===== src/rtl/mssd_pkg.sv =====
// Purpose: shared constants, state encoding and header layout for the MSSD serial transmitter.
// Latency: n/a (types, constants and one pure function only).
// Backpressure: n/a.
package mssd_pkg;

    localparam int HDR_BITS  = 6;
    localparam int BYTE_BITS = 8;
    localparam int PORT_W    = 2;
    localparam int CNT_W     = 4;

    // Bit-counter values that mark the final header bit and the final bit of a byte.
    localparam logic [2:0] HDR_LAST_IDX = 3'(HDR_BITS - 1);
    localparam logic [2:0] BIT_LAST_IDX = 3'(BYTE_BITS - 1);

    typedef enum logic [2:0] {
        IDLE,
        START,
        HDR,
        DATA,
        GAP
    } tx_state_t;

    // Header bit order on the line: the leftmost field leaves first, MSB first,
    // i.e. port[1], port[0], count[3], count[2], count[1], count[0].
    // The two fill bits pad the header to a full shift-register word and are
    // never put on the line; they are ones so the register drains toward idle.
    typedef struct packed {
        logic [PORT_W-1:0] port;
        logic [CNT_W-1:0]  count;
        logic [1:0]        fill;
    } hdr_t;

    localparam logic [1:0] HDR_FILL = 2'b11;

    function automatic logic [BYTE_BITS-1:0] hdr_word(input logic [PORT_W-1:0] port,
                                                      input logic [CNT_W-1:0]  count);
        hdr_t h;
        h.port  = port;
        h.count = count;
        h.fill  = HDR_FILL;
        return h;
    endfunction

endpackage


===== src/rtl/mssd_tx_if.sv =====
// Purpose: groups the request, payload handshake and serial-line signals of the MSSD transmitter.
// Latency: n/a (wiring only).
// Backpressure: byte_ready/byte_valid handshake on the payload; start is only honoured while busy=0.
// Signals: start/port/count (frame request), busy, byte_data/byte_valid/byte_ready (payload),
//          serOut (serial line, idles high), done and error (one-cycle status pulses).
// Modports: master = host side that requests frames and sources bytes; slave = the transmitter.
interface mssd_tx_if;
    import mssd_pkg::*;

    logic                  start;
    logic [PORT_W-1:0]     port;
    logic [CNT_W-1:0]      count;
    logic                  busy;
    logic [BYTE_BITS-1:0]  byte_data;
    logic                  byte_valid;
    logic                  byte_ready;
    logic                  serOut;
    logic                  done;
    logic                  error;

    modport master (
        output start, port, count, byte_data, byte_valid,
        input  busy, byte_ready, serOut, done, error
    );

    modport slave (
        input  start, port, count, byte_data, byte_valid,
        output busy, byte_ready, serOut, done, error
    );

endinterface


===== src/rtl/mssd_piso8.sv =====
// Purpose: 8-bit parallel-in/serial-out shift register, MSB first, shared by header and payload.
// Latency: sout reflects din[7] the cycle after load; each shift exposes the next bit one cycle later.
// Backpressure: none; load has priority over shift, ones are shifted in behind the data.
// Ports: clock, reset (async active-high), load, shift, din[7:0], sout (= register MSB).
module mssd_piso8 (
    input  logic       clock,
    input  logic       reset,
    input  logic       load,
    input  logic       shift,
    input  logic [7:0] din,
    output logic       sout
);

    logic [7:0] sr;

    always_ff @(posedge clock or posedge reset) begin
        if (reset) begin
            sr <= '0;
        end else if (load) begin
            sr <= din;
        end else if (shift) begin
            sr <= {sr[6:0], 1'b1};
        end
    end

    assign sout = sr[7];

endmodule


===== src/rtl/mssd_tx.sv =====
// Purpose: MSSD frame transmitter: start bit, 6-bit header {port,count}, then count payload bytes MSB first.
// Latency: start sampled in T0 -> start bit in T1; done pulse in T8+8N; line time 7+8N cycles.
// Backpressure: pulls bytes with byte_ready (last header cycle, bit-7 of bytes 1..N-1); byte_valid=0 there aborts with error.
// Ports: clock, reset (async active-high), bus (mssd_tx_if.slave: start/port/count request, busy,
//        byte_data/byte_valid/byte_ready payload, serOut line, done/error pulses).
// Build option: MSSD_TX_IDLE_GAP_EN adds GAP_BITS idle-high, busy cycles after each frame.
module mssd_tx
    import mssd_pkg::*;
#(
    parameter int unsigned GAP_BITS = 2
) (
    input  logic        clock,
    input  logic        reset,
    mssd_tx_if.slave    bus
);

    if (GAP_BITS < 1 || GAP_BITS > 15) begin : g_gap_range
        $error("mssd_tx: GAP_BITS must be in 1..15");
    end

    tx_state_t            state;
    logic [2:0]           bit_cnt;
    logic [CNT_W-1:0]     byte_cnt;
    logic                 ser_q;
    logic                 busy_q;
    logic                 done_q;
    logic                 error_q;
`ifdef MSSD_TX_IDLE_GAP_EN
    logic [3:0]           gap_cnt;
`endif

    logic                 byte_ready_c;
    logic                 accept;
    logic                 hdr_load;
    logic                 piso_load;
    logic                 piso_shift;
    logic [BYTE_BITS-1:0] piso_din;
    logic                 piso_sout;

    // byte_ready is the only combinational output: it asks for the next byte
    // one cycle before the shift register runs dry, so a byte in every slot
    // keeps the line continuous.
    always_comb begin
        byte_ready_c = 1'b0;
        if (state == HDR && bit_cnt == HDR_LAST_IDX) begin
            byte_ready_c = 1'b1;
        end else if (state == DATA && bit_cnt == BIT_LAST_IDX && byte_cnt != '0) begin
            byte_ready_c = 1'b1;
        end
    end

    // Header and bytes share one shift register. A payload byte's MSB goes
    // straight into ser_q on the load edge, so the register is loaded with the
    // remaining seven bits already advanced by one.
    always_comb begin
        accept     = byte_ready_c & bus.byte_valid;
        hdr_load   = (state == IDLE) && bus.start && (bus.count != '0);
        piso_load  = hdr_load | accept;
        piso_din   = hdr_load ? hdr_word(bus.port, bus.count)
                              : {bus.byte_data[BYTE_BITS-2:0], 1'b1};
        piso_shift = (state == START)
                   || (state == HDR  && bit_cnt != HDR_LAST_IDX)
                   || (state == DATA && bit_cnt != BIT_LAST_IDX);
    end

    mssd_piso8 u_piso (
        .clock (clock),
        .reset (reset),
        .load  (piso_load),
        .shift (piso_shift),
        .din   (piso_din),
        .sout  (piso_sout)
    );

    always_ff @(posedge clock or posedge reset) begin
        if (reset) begin
            state    <= IDLE;
            bit_cnt  <= '0;
            byte_cnt <= '0;
            ser_q    <= 1'b1;
            busy_q   <= 1'b0;
            done_q   <= 1'b0;
            error_q  <= 1'b0;
`ifdef MSSD_TX_IDLE_GAP_EN
            gap_cnt  <= '0;
`endif
        end else begin
            done_q  <= 1'b0;
            error_q <= 1'b0;
            case (state)
                IDLE: begin
                    if (bus.start) begin
                        if (bus.count == '0) begin
                            error_q <= 1'b1;
                        end else begin
                            state    <= START;
                            ser_q    <= 1'b0;
                            busy_q   <= 1'b1;
                            byte_cnt <= bus.count;
                            bit_cnt  <= '0;
                        end
                    end
                end

                START: begin
                    state <= HDR;
                    ser_q <= piso_sout;
                end

                HDR: begin
                    if (bit_cnt == HDR_LAST_IDX) begin
                        if (bus.byte_valid) begin
                            state    <= DATA;
                            ser_q    <= bus.byte_data[BYTE_BITS-1];
                            byte_cnt <= byte_cnt - 4'd1;
                            bit_cnt  <= '0;
                        end else begin
                            // Underrun on the first byte: drop the frame.
                            state   <= IDLE;
                            ser_q   <= 1'b1;
                            busy_q  <= 1'b0;
                            error_q <= 1'b1;
                        end
                    end else begin
                        ser_q   <= piso_sout;
                        bit_cnt <= bit_cnt + 3'd1;
                    end
                end

                DATA: begin
                    if (bit_cnt == BIT_LAST_IDX) begin
                        if (byte_cnt == '0) begin
                            done_q <= 1'b1;
                            ser_q  <= 1'b1;
`ifdef MSSD_TX_IDLE_GAP_EN
                            state   <= GAP;
                            gap_cnt <= 4'(GAP_BITS - 1);
`else
                            state   <= IDLE;
                            busy_q  <= 1'b0;
`endif
                        end else if (bus.byte_valid) begin
                            ser_q    <= bus.byte_data[BYTE_BITS-1];
                            byte_cnt <= byte_cnt - 4'd1;
                            bit_cnt  <= '0;
                        end else begin
                            state   <= IDLE;
                            ser_q   <= 1'b1;
                            busy_q  <= 1'b0;
                            error_q <= 1'b1;
                        end
                    end else begin
                        ser_q   <= piso_sout;
                        bit_cnt <= bit_cnt + 3'd1;
                    end
                end

`ifdef MSSD_TX_IDLE_GAP_EN
                GAP: begin
                    // Line held idle and busy kept high so start is ignored.
                    if (gap_cnt == '0) begin
                        state  <= IDLE;
                        busy_q <= 1'b0;
                    end else begin
                        gap_cnt <= gap_cnt - 4'd1;
                    end
                end
`endif

                default: begin
                    state  <= IDLE;
                    ser_q  <= 1'b1;
                    busy_q <= 1'b0;
                end
            endcase
        end
    end

    assign bus.serOut     = ser_q;
    assign bus.busy       = busy_q;
    assign bus.done       = done_q;
    assign bus.error      = error_q;
    assign bus.byte_ready = byte_ready_c;

endmodule


===== src/flat_wrapper.sv =====
// flat-port wrapper written by rule: the top's interface ports become plain ports
module mssd_tx_flat import mssd_pkg::*;
#(
    parameter int unsigned GAP_BITS = 2
)
  (clock, reset, bus_start, bus_port, bus_count, bus_byte_data, bus_byte_valid, bus_busy, bus_byte_ready, bus_serOut, bus_done, bus_error);
  mssd_tx_if bus_i ();
  input  logic clock;
  input  logic reset;
  input wire logic [$bits(bus_i.start)-1:0] bus_start;
  input wire logic [$bits(bus_i.port)-1:0] bus_port;
  input wire logic [$bits(bus_i.count)-1:0] bus_count;
  input wire logic [$bits(bus_i.byte_data)-1:0] bus_byte_data;
  input wire logic [$bits(bus_i.byte_valid)-1:0] bus_byte_valid;
  output wire logic [$bits(bus_i.busy)-1:0] bus_busy;
  output wire logic [$bits(bus_i.byte_ready)-1:0] bus_byte_ready;
  output wire logic [$bits(bus_i.serOut)-1:0] bus_serOut;
  output wire logic [$bits(bus_i.done)-1:0] bus_done;
  output wire logic [$bits(bus_i.error)-1:0] bus_error;
  assign bus_i.start = bus_start;
  assign bus_i.port = bus_port;
  assign bus_i.count = bus_count;
  assign bus_i.byte_data = bus_byte_data;
  assign bus_i.byte_valid = bus_byte_valid;
  assign bus_busy = bus_i.busy;
  assign bus_byte_ready = bus_i.byte_ready;
  assign bus_serOut = bus_i.serOut;
  assign bus_done = bus_i.done;
  assign bus_error = bus_i.error;
  mssd_tx #(.GAP_BITS(GAP_BITS)) u_core (.clock(clock), .reset(reset), .bus(bus_i));
endmodule

===== config.mk =====
export PLATFORM = sky130hd
export DESIGN_NAME = mssd_tx_flat
export DESIGN_NICKNAME = d
export VERILOG_FILES = /design/src/rtl/mssd_pkg.sv /design/src/rtl/mssd_tx_if.sv /design/src/rtl/mssd_piso8.sv /design/src/rtl/mssd_tx.sv /design/src/flat_wrapper.sv
export SDC_FILE = /design/constraint.sdc
export NUM_CORES = 1
export LEC_CHECK = 0
export ABC_AREA = 0
export CORE_UTILIZATION = 46
export DETAILED_ROUTE_END_ITERATION = 7
export MAX_ROUTING_LAYER = met4
export PLACE_DENSITY = 0.76
export SLEW_MARGIN = 40
export SYNTH_ARGS = -nofsm -noshare
export SYNTH_HDL_FRONTEND = slang
export SYNTH_SLANG_ARGS = --single-unit

===== constraint.sdc =====
create_clock -name clock -period 1.72 [get_ports clock]
set_clock_uncertainty 0.15 [all_clocks]
set_input_delay 0.172 -clock clock [delete_from_list [all_inputs] [get_ports clock]]
set_output_delay 0.172 -clock clock [all_outputs]
set_load 0.005 [all_outputs]

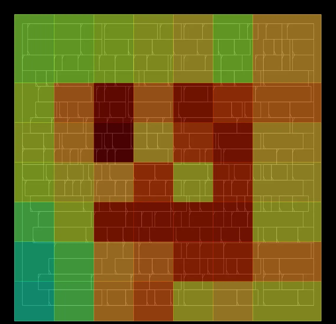
(routing congestion map)
met3 Use GR: 5.747%
GR Util met2: 55.00%
GRT Resource Usage Total: 31.64%
final core utilization: 88.23%
M1 GR Usage: 35.65%

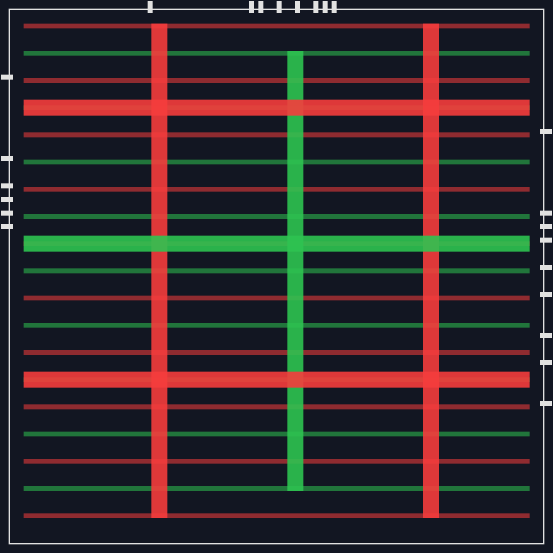
(power grid)
Scale: 10 px per um. Pins as bars on the die edge.
[red] VSS
[green] VDD
met4 straps: 3
met1 rails: 19
signal pins: 23
DIE WIDTH: 53.29 um
Die H: 53.29 um

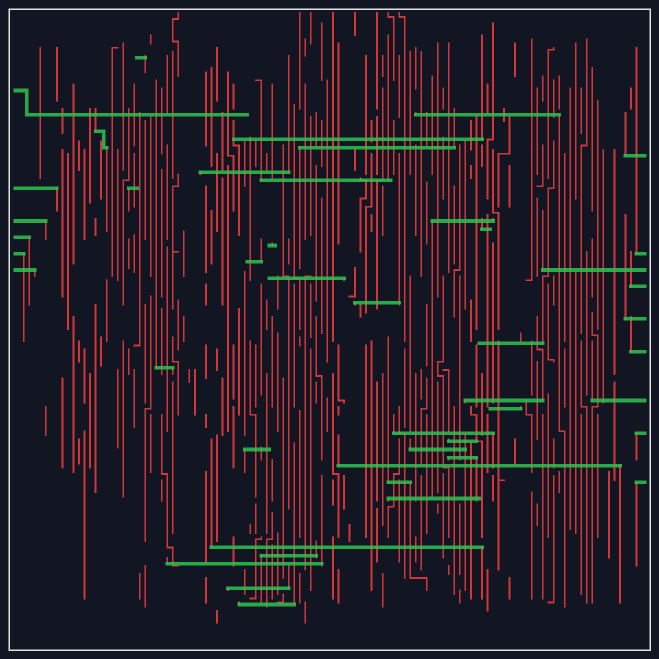
(routed metal, one color a layer)
Scale: 12 px per um. Only two layers are drawn.
[red] metal 2 | wire length: 2,570 um
[green] metal 3 | wire length: 253 um
DR vias: 1,415
WL/cell: 20.78 um
final wirelength: 4.821 mm

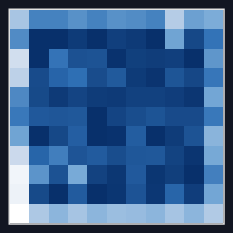
(local utilization)
Scale: 4 px per um. 11 x 11 tiles, from white (low) to dark blue (high), 0 to 100% covered.
nearly empty tiles: 0.80%
tiles over 75% full: 62%
emptiest ninth of the die: south-west
fullest tile: 100%
densest ninth of the die: center
fp_density: 48.84%
Core ar.: 0.002477 sq mm

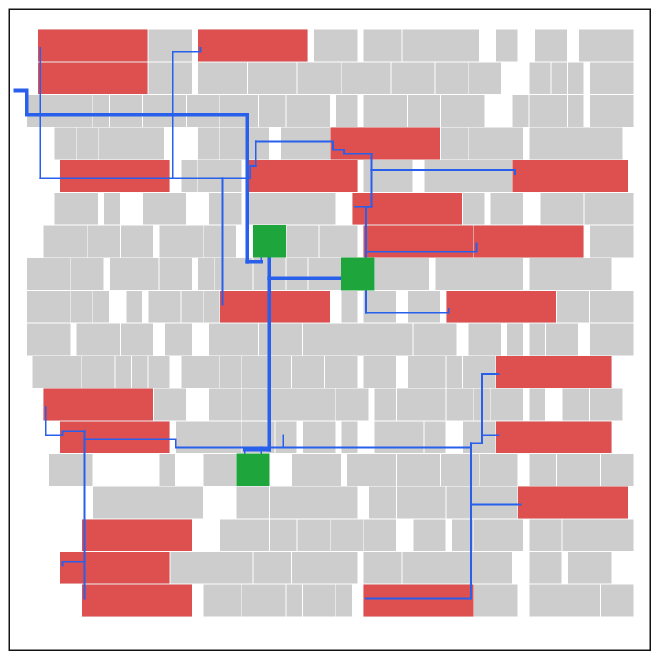
(routed clock nets over the placement)
Scale: 12 px per um.
[blue] clock wires | length: 270 um
[red] flip-flops | count: 21
[green] clock drivers | count: 3
routed clock nets: 4
flops lie: all over the die
Clock group: 0.255 mW
Clk pwr share: 7.0%
clk_lat worst skew: 320 ps

## repair_timing
action	4_1_cts	5_1_grt
resized	27	35
setup endpoints to repair	19	21
hold buffers	1	0
hold endpoints to repair	8	0
buffers inserted	12	9
cloned	0	0
pin swaps	15	19
## cell usage in the layout, fill, tap and decap left out, types with 3 or more instances in the layout
| cell type | count |
|---|---|
| ha_4 | 3 |
| inv_2 | 4 |
| buf_4 | 44 |
| mux2i_1 | 6 |
| nor2_1 | 6 |
| a31o_2 | 3 |
| nand2_1 | 9 |
| buf_6 | 11 |
| clkdlybuf4s50_1 | 20 |
| nand3_1 | 3 |
| o21ai_1 | 3 |
| inv_1 | 4 |
| dfrtp_1 | 18 |
| clkbuf_4 | 3 |
| nor3_1 | 5 |
## logic make-up (layout without fill, tap and decap cells)
logic type / after synthesis / after routing
muxes: 6 / 6
AOI/OAI and AO/OA: 38 / 38
buffers and inverters: 13 / 90
adders and majority gates: 4 / 4
and+or+nand+nor: 43 / 43
DFF: 21 / 21
## power groups by stage
stage	Combinational [mW]	Clock, mW	Sequential (mW)
6_report	2.49	0.255	0.906
5_1_grt	2.65	0.272	0.912
4_1_cts	2.00	0.252	0.877
3_5_place_dp	1.67	0	0.882
3_3_place_gp	1.59	0	0.870
2_1_floorplan	1.02	0	0.827
## through the flow
stage	cells	instance area [sq um]	power, mW	TNS, ps
2_1_floorplan	125	1250	1.852	-173.3
3_3_place_gp	208	1760	2.459	-4533
3_5_place_dp	208	1760	2.556	-5371
4_1_cts	225	1969	3.128	-1261
5_1_grt	232	2186	3.830	-4320
6_report	232	2186	3.650	-3439
## per-layer routing
layer	global-route usage, %	wire, um	vias to the layer above
met3	5.747	253	13
met2	55.00	2566	67
met4	11.84	98	0
met1	35.65	1902	711
li1	-	-	624
met5	-	0	-
==> metrics.yaml <==
finish:
  seq-cell-share_pct: 24.21
  synthToLayoutAreaGrowth_pct: 80.66
  fillers: 111
  largest_reg_flops: 8
  clock_buffers: 3
  n_antenna_cell: 0
  dominant_cells: "multi-input combinational cells"
  clkCellAreaFrac_pct: 1.259
  comb_area_share_pct: 39.55
  fin_nets: 225
  comb.multi_input.count: 91
  final-seq-area_sq_um: 529.3
grt:
  grt_pass1_wl_mm: 6.037
  grt-ovfl-total: 0
  grt_max_degree: 13
  grt_pass1_vias: 1319
  antenna_found_initial: 0
synth:
  adder_share_pct: 4.137
  synthArstFlopShare_pct: 100.0
  synth.area.top_cells: "dfrtp_1 (41%), mux2i_1 (5.0%), ha_1 (4.1%)"
  yosys_warnings: 0
  synth-simple-area-share_pct: 19.65
  yosysTopAreaCell: "dfrtp_1"
  synth_area_sq_mm: 0.001210
  top_cells_by_count: "dfrtp_1 (20), nand2_1 (12), inv_1 (8), nor2_1 (8), mux2i_1 (6)"
  edf_count: 0
  synthTopLogicFamily: "AND-OR/OR-AND gates"
  syn_nets: 147
worst_setup_path:
  ff2ff_path_depth: 7
  crit_path_start_kind: "flop"
  worstSetupStartpoint: "u_core.bit_cnt[0]"
  critical_path.max_stage_delay_ps: 430
  worstPathCellList: "buf_6 -> ha_4 -> nand3b_1 -> buf_6 -> o22a_2 -> nand3_1 -> o221a_2"
  path_class: "flop to flop"
  r2r_start: "u_core.bit_cnt[0]"
  critPathCapture: "u_core.u_piso.sr[2]"
  endpoint_kind: "flop"
  cp.depth: 7
  cp_top_family: "AND-OR/OR-AND gates"
  cp.arrival_ps: 2080
timing:
  final-hold-violation-count: 0
  min_period_ps: 2011
  slew_headroom_pct: 72.42
  slew_violations: 0
  finalWorstSetupSlack_ps: -290.6
  setup_violations: 19
  worstMarginPinSlew_ps: 413.2
clocking:
  clkTransAtPathRegs_ps: 130
  htreeDepth: 1
  clock_sink_count: 21
  cts_tree: "built"
  numCtsBuffers: 3
worst_hold_path:
  hp-class: "input port to flop"
  holdPathStages: 3
route:
  postRouteAntennaNets: 0
  drtPass1Iterations: 4
  viasPerCell: 6.099
run:
  log.warning_count: 30
floorplan:
  die_area_sq_mm: 0.002839
outcome:
  violations: "negative setup slack"
  status: "finished with violations"
pwr:
  p_sw_mw: 1.478
  combPwrFrac_pct: 68.2
  powerDensity_mw_per_mm2: 1670
  vdd_drop_max_mv: 1.241
  swShare_pct: 40.51
placement:
  dp_hpwl_mm: 2.722
Power figures rest on the tool's default switching activity, not on a simulated workload.
